<file path="src/rtl/uart_controller.sv">
// ---------------------------------------------------------------------------
// uart_controller
//
// Request sequencer between the uart byte interface and the sensor bus.
// It waits for a received address/command pair to settle and latches it.
// It then frees the uart receive path and validates the request. For a
// valid request it issues one sensor read. Finally it loads a 3-byte
// response (address, response code, value) and pulses start_send.
//
// Optional feature macro: UART_CTRL_CONTINUOUS_EN
//   When defined, commands 0x03/0x04 arm a continuous-monitoring slot.
//   The armed slot is re-read every CONT_PERIOD cycles between PC requests.
//   Commands 0x05/0x06 clear the slot.
//   When undefined, cont_active is tied to 0. Commands 0x03/0x04 act as
//   single reads, and commands 0x05/0x06 are rejected as invalid (0xCF).
//
// Ports
//   baudClk       in   1  9600 Hz clock shared with uart
//   reset         in   1  asynchronous, active-high reset
//   addressIn     in   8  received sensor address
//   commandIn     in   8  received command, 0xFF = no request
//   clearUart     out  1  asks uart to restore commandIn to 0xFF
//   address_out   out  8  response byte 0
//   command_out   out  8  response byte 1 (response code)
//   value_out     out  8  response byte 2
//   start_send    out  1  one-cycle TX start pulse
//   sensor_req    out  1  one-cycle sensor read strobe
//   sensor_addr   out  8  target sensor, stable from sensor_req until done
//   sensor_done   in   1  one-cycle completion strobe
//   sensor_error  in   1  error flag, sampled with sensor_done
//   sensor_temp   in   8  temperature, sampled with sensor_done
//   sensor_humid  in   8  humidity, sampled with sensor_done
//   busy          out  1  high in every state other than IDLE
//   cont_active   out  1  a continuous slot is armed
// ---------------------------------------------------------------------------
module uart_controller #(
   parameter int NUM_SENSORS    = 32,
   parameter int SETTLE_CYCLES  = 10,
   parameter int TIMEOUT_CYCLES = 4096,
   parameter int TX_CYCLES      = 32,
   parameter int CONT_PERIOD    = 9600
) (
   input  logic       baudClk,
   input  logic       reset,
   input  logic [7:0] addressIn,
   input  logic [7:0] commandIn,
   output logic       clearUart,
   output logic [7:0] address_out,
   output logic [7:0] command_out,
   output logic [7:0] value_out,
   output logic       start_send,
   output logic       sensor_req,
   output logic [7:0] sensor_addr,
   input  logic       sensor_done,
   input  logic       sensor_error,
   input  logic [7:0] sensor_temp,
   input  logic [7:0] sensor_humid,
   output logic       busy,
   output logic       cont_active
);

   typedef enum logic [3:0] {
      S_IDLE, S_SETTLE, S_ACCEPT, S_VALIDATE, S_SENSOR_REQ,
      S_SENSOR_WAIT, S_LOAD_TX, S_SEND, S_TX_WAIT
   } state_t;

   localparam logic [7:0] NO_CMD     = 8'hFF;
   localparam logic [7:0] RSP_OK     = 8'h07;
   localparam logic [7:0] RSP_HUMID  = 8'h08;
   localparam logic [7:0] RSP_TEMP   = 8'h09;
   localparam logic [7:0] RSP_TOFF   = 8'h0A;
   localparam logic [7:0] RSP_HOFF   = 8'h0B;
   localparam logic [7:0] RSP_SERR   = 8'h1F;
   localparam logic [7:0] RSP_BADCMD = 8'hCF;
   localparam logic [7:0] RSP_BADADR = 8'hEF;

   // One shared cycle counter serves SETTLE, SENSOR_WAIT and TX_WAIT.
   localparam int CNT_MAX_A = (SETTLE_CYCLES > TX_CYCLES) ? SETTLE_CYCLES : TX_CYCLES;
   localparam int CNT_MAX   = (TIMEOUT_CYCLES > CNT_MAX_A) ? TIMEOUT_CYCLES : CNT_MAX_A;
   localparam int CNT_W     = $clog2(CNT_MAX + 1);

   state_t             r_state;
   state_t             w_next_state;
   logic [CNT_W-1:0]   r_cnt;
   logic [7:0]         r_addr;
   logic [7:0]         r_cmd;
   logic [7:0]         r_resp_code;
   logic [7:0]         r_resp_val;
   logic [7:0]         r_sensor_addr;
   logic [7:0]         r_address_out;
   logic [7:0]         r_command_out;
   logic [7:0]         r_value_out;

   logic               w_cmd_present;
   logic               w_cmd_invalid;
   logic               w_addr_invalid;
   logic               w_cont_off;
   logic               w_go_sensor;
   logic               w_to_expired;
   logic               w_period_due;
   logic               w_slot_humid;
   logic [7:0]         w_slot_addr;
   logic               w_clear;
   logic               w_start;
   logic               w_req;
   logic               w_busy;

   assign w_cmd_present  = (commandIn != NO_CMD);
   assign w_addr_invalid = (32'(r_addr) >= NUM_SENSORS);
   assign w_to_expired   = (r_cnt == CNT_W'(TIMEOUT_CYCLES - 1));
   assign w_go_sensor    = !w_cmd_invalid && !w_addr_invalid && !w_cont_off;

`ifdef UART_CTRL_CONTINUOUS_EN
   localparam int PCNT_W = $clog2(CONT_PERIOD + 1);

   logic              r_slot_valid;
   logic              r_slot_humid;
   logic [7:0]        r_slot_addr;
   logic [PCNT_W-1:0] r_period_cnt;
   logic              w_arm;
   logic              w_disarm;
   logic              w_periodic_start;

   assign w_cmd_invalid    = (r_cmd > 8'h06);
   assign w_cont_off       = (r_cmd == 8'h05) || (r_cmd == 8'h06);
   assign w_period_due     = r_slot_valid && (r_period_cnt == PCNT_W'(CONT_PERIOD));
   assign w_slot_addr      = r_slot_addr;
   assign w_slot_humid     = r_slot_humid;
   assign w_arm            = (r_state == S_SENSOR_WAIT) && sensor_done && !sensor_error &&
                             ((r_cmd == 8'h03) || (r_cmd == 8'h04));
   assign w_disarm         = (r_state == S_VALIDATE) && !w_cmd_invalid && !w_addr_invalid &&
                             w_cont_off;
   assign w_periodic_start = (r_state == S_IDLE) && (w_next_state == S_SENSOR_REQ);
   assign cont_active      = r_slot_valid;

   always_ff @(posedge baudClk or posedge reset) begin
      if (reset) begin
         r_slot_valid <= 1'b0;
         r_slot_humid <= 1'b0;
         r_slot_addr  <= 8'h00;
         r_period_cnt <= '0;
      end else begin
         if (w_arm) begin
            r_slot_valid <= 1'b1;
            r_slot_humid <= (r_cmd == 8'h04);
            r_slot_addr  <= r_addr;
         end else if (w_disarm) begin
            r_slot_valid <= 1'b0;
         end

         // Period counter: restarts on arm/disarm and on each periodic read,
         // otherwise counts up to CONT_PERIOD and sticks there until served.
         if (w_arm || w_disarm || w_periodic_start)
            r_period_cnt <= '0;
         else if (r_slot_valid && (r_period_cnt != PCNT_W'(CONT_PERIOD)))
            r_period_cnt <= r_period_cnt + 1'b1;
      end
   end
`else
   // Continuous commands 0x05/0x06 are not supported and count as invalid.
   assign w_cmd_invalid = (r_cmd > 8'h04);
   assign w_cont_off    = 1'b0;
   assign w_period_due  = 1'b0;
   assign w_slot_addr   = 8'h00;
   assign w_slot_humid  = 1'b0;
   assign cont_active   = 1'b0;
`endif

   // State register.
   always_ff @(posedge baudClk or posedge reset) begin
      // NOTE: sequential state uses non-blocking assignments so every
      // register samples pre-edge values regardless of statement order.
      if (reset) begin
         r_state <= S_IDLE;
         r_cnt   <= '0;
      end else begin
         r_state <= w_next_state;
         // Counter restarts on every state change, so each timed state
         // sees 0 in its first cycle.
         r_cnt   <= (w_next_state != r_state) ? '0 : r_cnt + 1'b1;
      end
   end

   // Next-state logic.
   always_comb begin
      // NOTE: default first, so no path through the case infers a latch.
      w_next_state = r_state;
      unique case (r_state)
         S_IDLE: begin
            // A PC request wins over an expired period; the period stays pending.
            if (w_cmd_present)     w_next_state = S_SETTLE;
            else if (w_period_due) w_next_state = S_SENSOR_REQ;
         end
         S_SETTLE: begin
            // commandIn fills bit by bit, so wait for it to hold steady.
            if (!w_cmd_present)                               w_next_state = S_IDLE;
            else if (r_cnt == CNT_W'(SETTLE_CYCLES - 1))      w_next_state = S_ACCEPT;
         end
         S_ACCEPT:      if (!w_cmd_present) w_next_state = S_VALIDATE;
         S_VALIDATE:    w_next_state = w_go_sensor ? S_SENSOR_REQ : S_LOAD_TX;
         S_SENSOR_REQ:  w_next_state = S_SENSOR_WAIT;
         S_SENSOR_WAIT: if (sensor_done || w_to_expired) w_next_state = S_LOAD_TX;
         S_LOAD_TX:     w_next_state = S_SEND;
         S_SEND:        w_next_state = S_TX_WAIT;
         S_TX_WAIT:     if (r_cnt == CNT_W'(TX_CYCLES - 1)) w_next_state = S_IDLE;
         default:       w_next_state = S_IDLE;
      endcase
   end

   // Output decode.
   always_comb begin
      w_clear = 1'b0;
      w_start = 1'b0;
      w_req   = 1'b0;
      w_busy  = (r_state != S_IDLE);
      case (r_state)
         // Drops in the same cycle commandIn returns to 0xFF.
         S_ACCEPT:     w_clear = w_cmd_present;
         S_SENSOR_REQ: w_req   = 1'b1;
         S_SEND:       w_start = 1'b1;
         default:      ;
      endcase
   end

   assign clearUart   = w_clear;
   assign start_send  = w_start;
   assign sensor_req  = w_req;
   assign busy        = w_busy;
   assign sensor_addr = r_sensor_addr;
   assign address_out = r_address_out;
   assign command_out = r_command_out;
   assign value_out   = r_value_out;

   // Request/response datapath.
   always_ff @(posedge baudClk or posedge reset) begin
      if (reset) begin
         r_addr        <= 8'h00;
         r_cmd         <= 8'h00;
         r_resp_code   <= 8'h00;
         r_resp_val    <= 8'h00;
         r_sensor_addr <= 8'h00;
         r_address_out <= 8'h00;
         r_command_out <= 8'h00;
         r_value_out   <= 8'h00;
      end else begin
         case (r_state)
            S_IDLE: begin
               // Periodic re-read runs as a plain single read of the slot.
               if (w_next_state == S_SENSOR_REQ) begin
                  r_addr        <= w_slot_addr;
                  r_cmd         <= w_slot_humid ? 8'h02 : 8'h01;
                  r_sensor_addr <= w_slot_addr;
               end
            end
            S_SETTLE: begin
               if (w_next_state == S_ACCEPT) begin
                  r_addr <= addressIn;
                  r_cmd  <= commandIn;
               end
            end
            S_VALIDATE: begin
               r_resp_val <= 8'h00;
               if (w_cmd_invalid)       r_resp_code <= RSP_BADCMD;
               else if (w_addr_invalid) r_resp_code <= RSP_BADADR;
               else if (w_cont_off)     r_resp_code <= (r_cmd == 8'h05) ? RSP_TOFF : RSP_HOFF;
               else                     r_sensor_addr <= r_addr;
            end
            S_SENSOR_WAIT: begin
               // Done wins over a timeout expiring in the same cycle.
               if (sensor_done) begin
                  if (sensor_error) begin
                     r_resp_code <= RSP_SERR;
                     r_resp_val  <= 8'h00;
                  end else begin
                     case (r_cmd)
                        8'h00: begin
                           r_resp_code <= RSP_OK;
                           r_resp_val  <= 8'h00;
                        end
                        8'h01, 8'h03: begin
                           r_resp_code <= RSP_TEMP;
                           r_resp_val  <= sensor_temp;
                        end
                        default: begin
                           r_resp_code <= RSP_HUMID;
                           r_resp_val  <= sensor_humid;
                        end
                     endcase
                  end
               end else if (w_to_expired) begin
                  r_resp_code <= RSP_SERR;
                  r_resp_val  <= 8'h00;
               end
            end
            S_LOAD_TX: begin
               r_address_out <= r_addr;
               r_command_out <= r_resp_code;
               r_value_out   <= r_resp_val;
            end
            default: ;
         endcase
      end
   end

endmodule

</file>
<file path="config.mk">
export PLATFORM = sky130hd
export DESIGN_NAME = uart_controller
export DESIGN_NICKNAME = d
export VERILOG_FILES = /design/src/rtl/uart_controller.sv
export SDC_FILE = /design/constraint.sdc
export NUM_CORES = 1
export LEC_CHECK = 0
export CORE_MARGIN = 8
export CORE_UTILIZATION = 45
export DETAILED_ROUTE_END_ITERATION = 10
export GPL_TIMING_DRIVEN = 0
export PLACE_DENSITY = 0.72
export SLEW_MARGIN = 20
export SYNTH_ARGS = -nofsm -noshare
export SYNTH_HDL_FRONTEND = slang
export SYNTH_SLANG_ARGS = --single-unit
</file>
<file path="constraint.sdc">
create_clock -name baudClk -period 3.26 [get_ports baudClk]
set_input_delay 0.652 -clock baudClk [delete_from_list [all_inputs] [get_ports baudClk]]
set_output_delay 0.652 -clock baudClk [all_outputs]
set_load 0.05 [all_outputs]
</file>
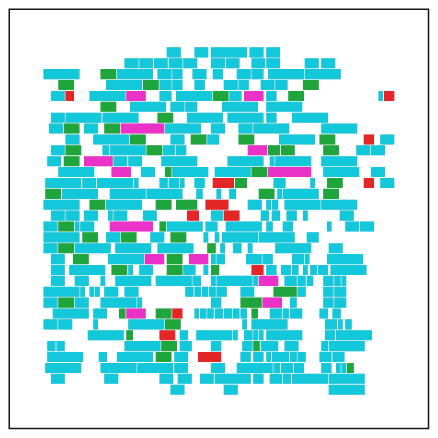
sizes.png
Scale: 4 px per um.
size	colour	cells
_3 and _4 cells	red	12
_6 and larger	magenta	13
_2 cells	green	54
_0 and _1 cells	cyan	294

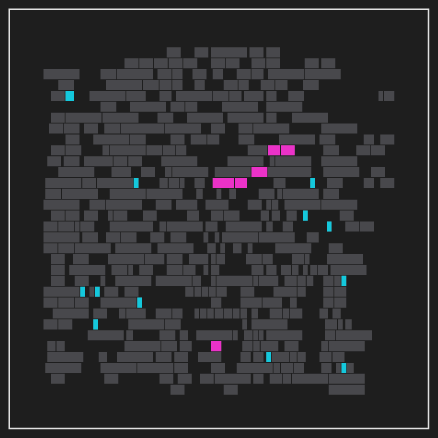
logic_types.png
Scale: 4 px per um.
family	colour	cells
inv cells	cyan	12
non-inverting ao/oa cells	magenta	6

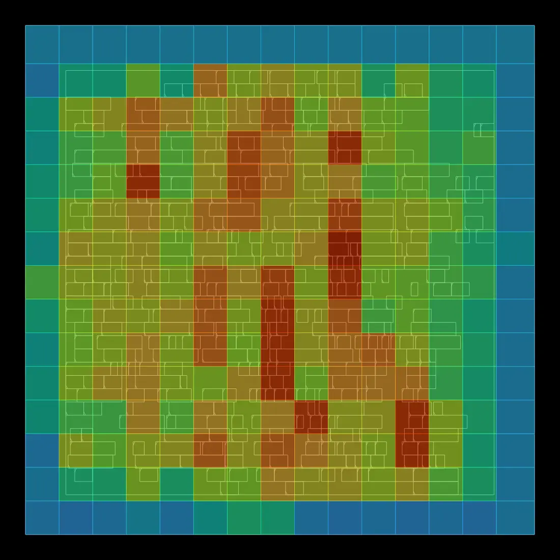
congestion.png
Wirelength per Cell: 17.08 um
GRT busiest layer: met2

==> metrics.yaml <==
worst_setup_path:
  path_class: "in -> out"
  crit_start: "commandIn[0]"
  crit_path_max_fanout: 4
  crit_path_end: "clearUart"
  rr_endpoint: "r_resp_val[2]"
  cp.required_ns: 2.61
  r2r-start: "r_state[3]"
  cp-end-kind: "output pin"
  path_delay_family: "buffers and inverters"
  crit_buf_inv: 2
  start_kind: "input port"
  critical_path.most_common_cell: "clkdlybuf4s50_1"
  worst_path_max_delay_cell: "clkdlybuf4s50_1"
  path_depth: 5
  max_stage_delay_ns: 0.85
  crit_chain: "clkdlybuf4s50_1 > nand4_1 > nor2_1 > nor3_1 > clkdlybuf4s50_1"
  arrival_ns: 2.45
power_and_ir_drop:
  netSwitchingPower_mw: 1.430
  p_clk_share_pct: 22.8
  p_per_area_nw_per_um2: 816.3
  power_leader: "combinational logic"
  p_int_mw: 2.340
  p_seq_share_pct: 37.3
  ir_drop_mv: 0.5976
  powerComb_mw: 1.50
  pwr-share-comb_pct: 39.9
  switching_share_pct: 37.93
  p_seq_mw: 1.41
  p_clk_uw: 859
  p_leak_nw: 1.854
timing:
  skew_ns: 0.01172
  hold_violations: 0
  relSlewSlack_pct: 49.11
  tns_ns: 0
  whs_ns: 0.4911
  fmax_ghz: 0.3225
  setup_viol: 0
  finalWorstSetupSlack_ns: 0.1594
  period_used_pct: 95.11
  period_minus_slack_ns: 3.101
  worstMarginPinSlew_ns: 0.7422
finish:
  top_register: "r_cnt"
  layout_top_cell: "dfrtp_1"
  drive_gt1_share_pct: 21.18
  ff_count: 77
  insertedDiodeCount: 0
  post-route-util_pct: 60.39
  fin_nets: 406
  seqCellArea_sq_um: 1927
  layout_top_cells: "dfrtp_1, clkdlybuf4s50_1, mux2_2, a211oi_1, inv_1"
  sh_seq_area_pct: 41.72
  final_cells: 475
  sh_comb_area_pct: 31.86
  syn2layout_area_growth_pct: 31.21
  comb_area_sq_um: 1471
  largest_class: "registers"
  buf_share_pct: 17.47
  postLayoutCellArea_sq_um: 4618
  buffers: 87
  n_clock_buffer: 9
  largest_reg_flops: 13
placement:
  post_dp_cell_area_sq_um: 4380
  place_ws_ns: 0.1473
  io_buffers: 71
  gp_congestion: 0.8320
  dp.cells: 459
synth:
  async_flop_share_pct: 100.0
  top_cells_by_count: "dfrtp_1, mux2_2, a211oi_1"
  synthTopLogicFamily: "multiplexers"
  mux_share_pct: 13.86
  area_leaders: "dfrtp_1, mux2_2, a211oi_1"
  synthAdderAreaFrac_pct: 0.7110
  yosysUniqueCellTypes: 53
  ys_area_sq_um: 3520
  ys_cells: 285
  ys_warn_count: 0
  synth-seq-area-share_pct: 54.75
  synth.largest_area_cell: "dfrtp_1"
  ys_sh_xor_pct: 2.986
  ys_sh_aoi_pct: 11.30
  top_cell_area_share_pct: 54.75
detailed_routing:
  maxUsedRoutingLayer: "met4"
  via_per_inst: 5.413
  drt-total-wl_um: 8112
  route.detailed.drc: 0
  met2_length_um: 3835
  wl_met1_um: 3549
  drt_iter0_drc: 88
  dr.pass1.iters: 4
  dr_total_vias: 2571
clock_tree:
  clkLatencyLatePin_ns: 0.35
  postCtsSetupBuffers: 0
  cts_resized: 0
  cts_tree: "done"
  cts_sinks: 77
  cts_buffer_depth: 2
  cts_buffers: 9
die:
  die_area_sq_um: 10910
  core_area_sq_um: 7647
  die_w_um: 104.4
  rows: 32
  tap_cells: 102
  ios: 73
  fp_util_pct: 46.02
global_routing:
  overflow: 0
  grt_usage_pct: 15.26
  grt_use_met1_pct: 17.67
  grt_pass1_vias: 2755
  grt_pass1_wl_um: 13430
  grt_max_degree: 45
  grt.met3_usage_pct: 5.204
outcome:
  status: "complete, no violations"
worst_hold_path:
  min-delay-path-class: "reg -> reg"
  hold_start: "r_resp_val[6]"
  holdPathStages: 1
  worstHoldEndpoint: "r_resp_val[6]"
run:
  max_cap_viol_count: 0
  openroad.warnings: 27
No activity file was given, so power comes from the tool's default toggle rates.
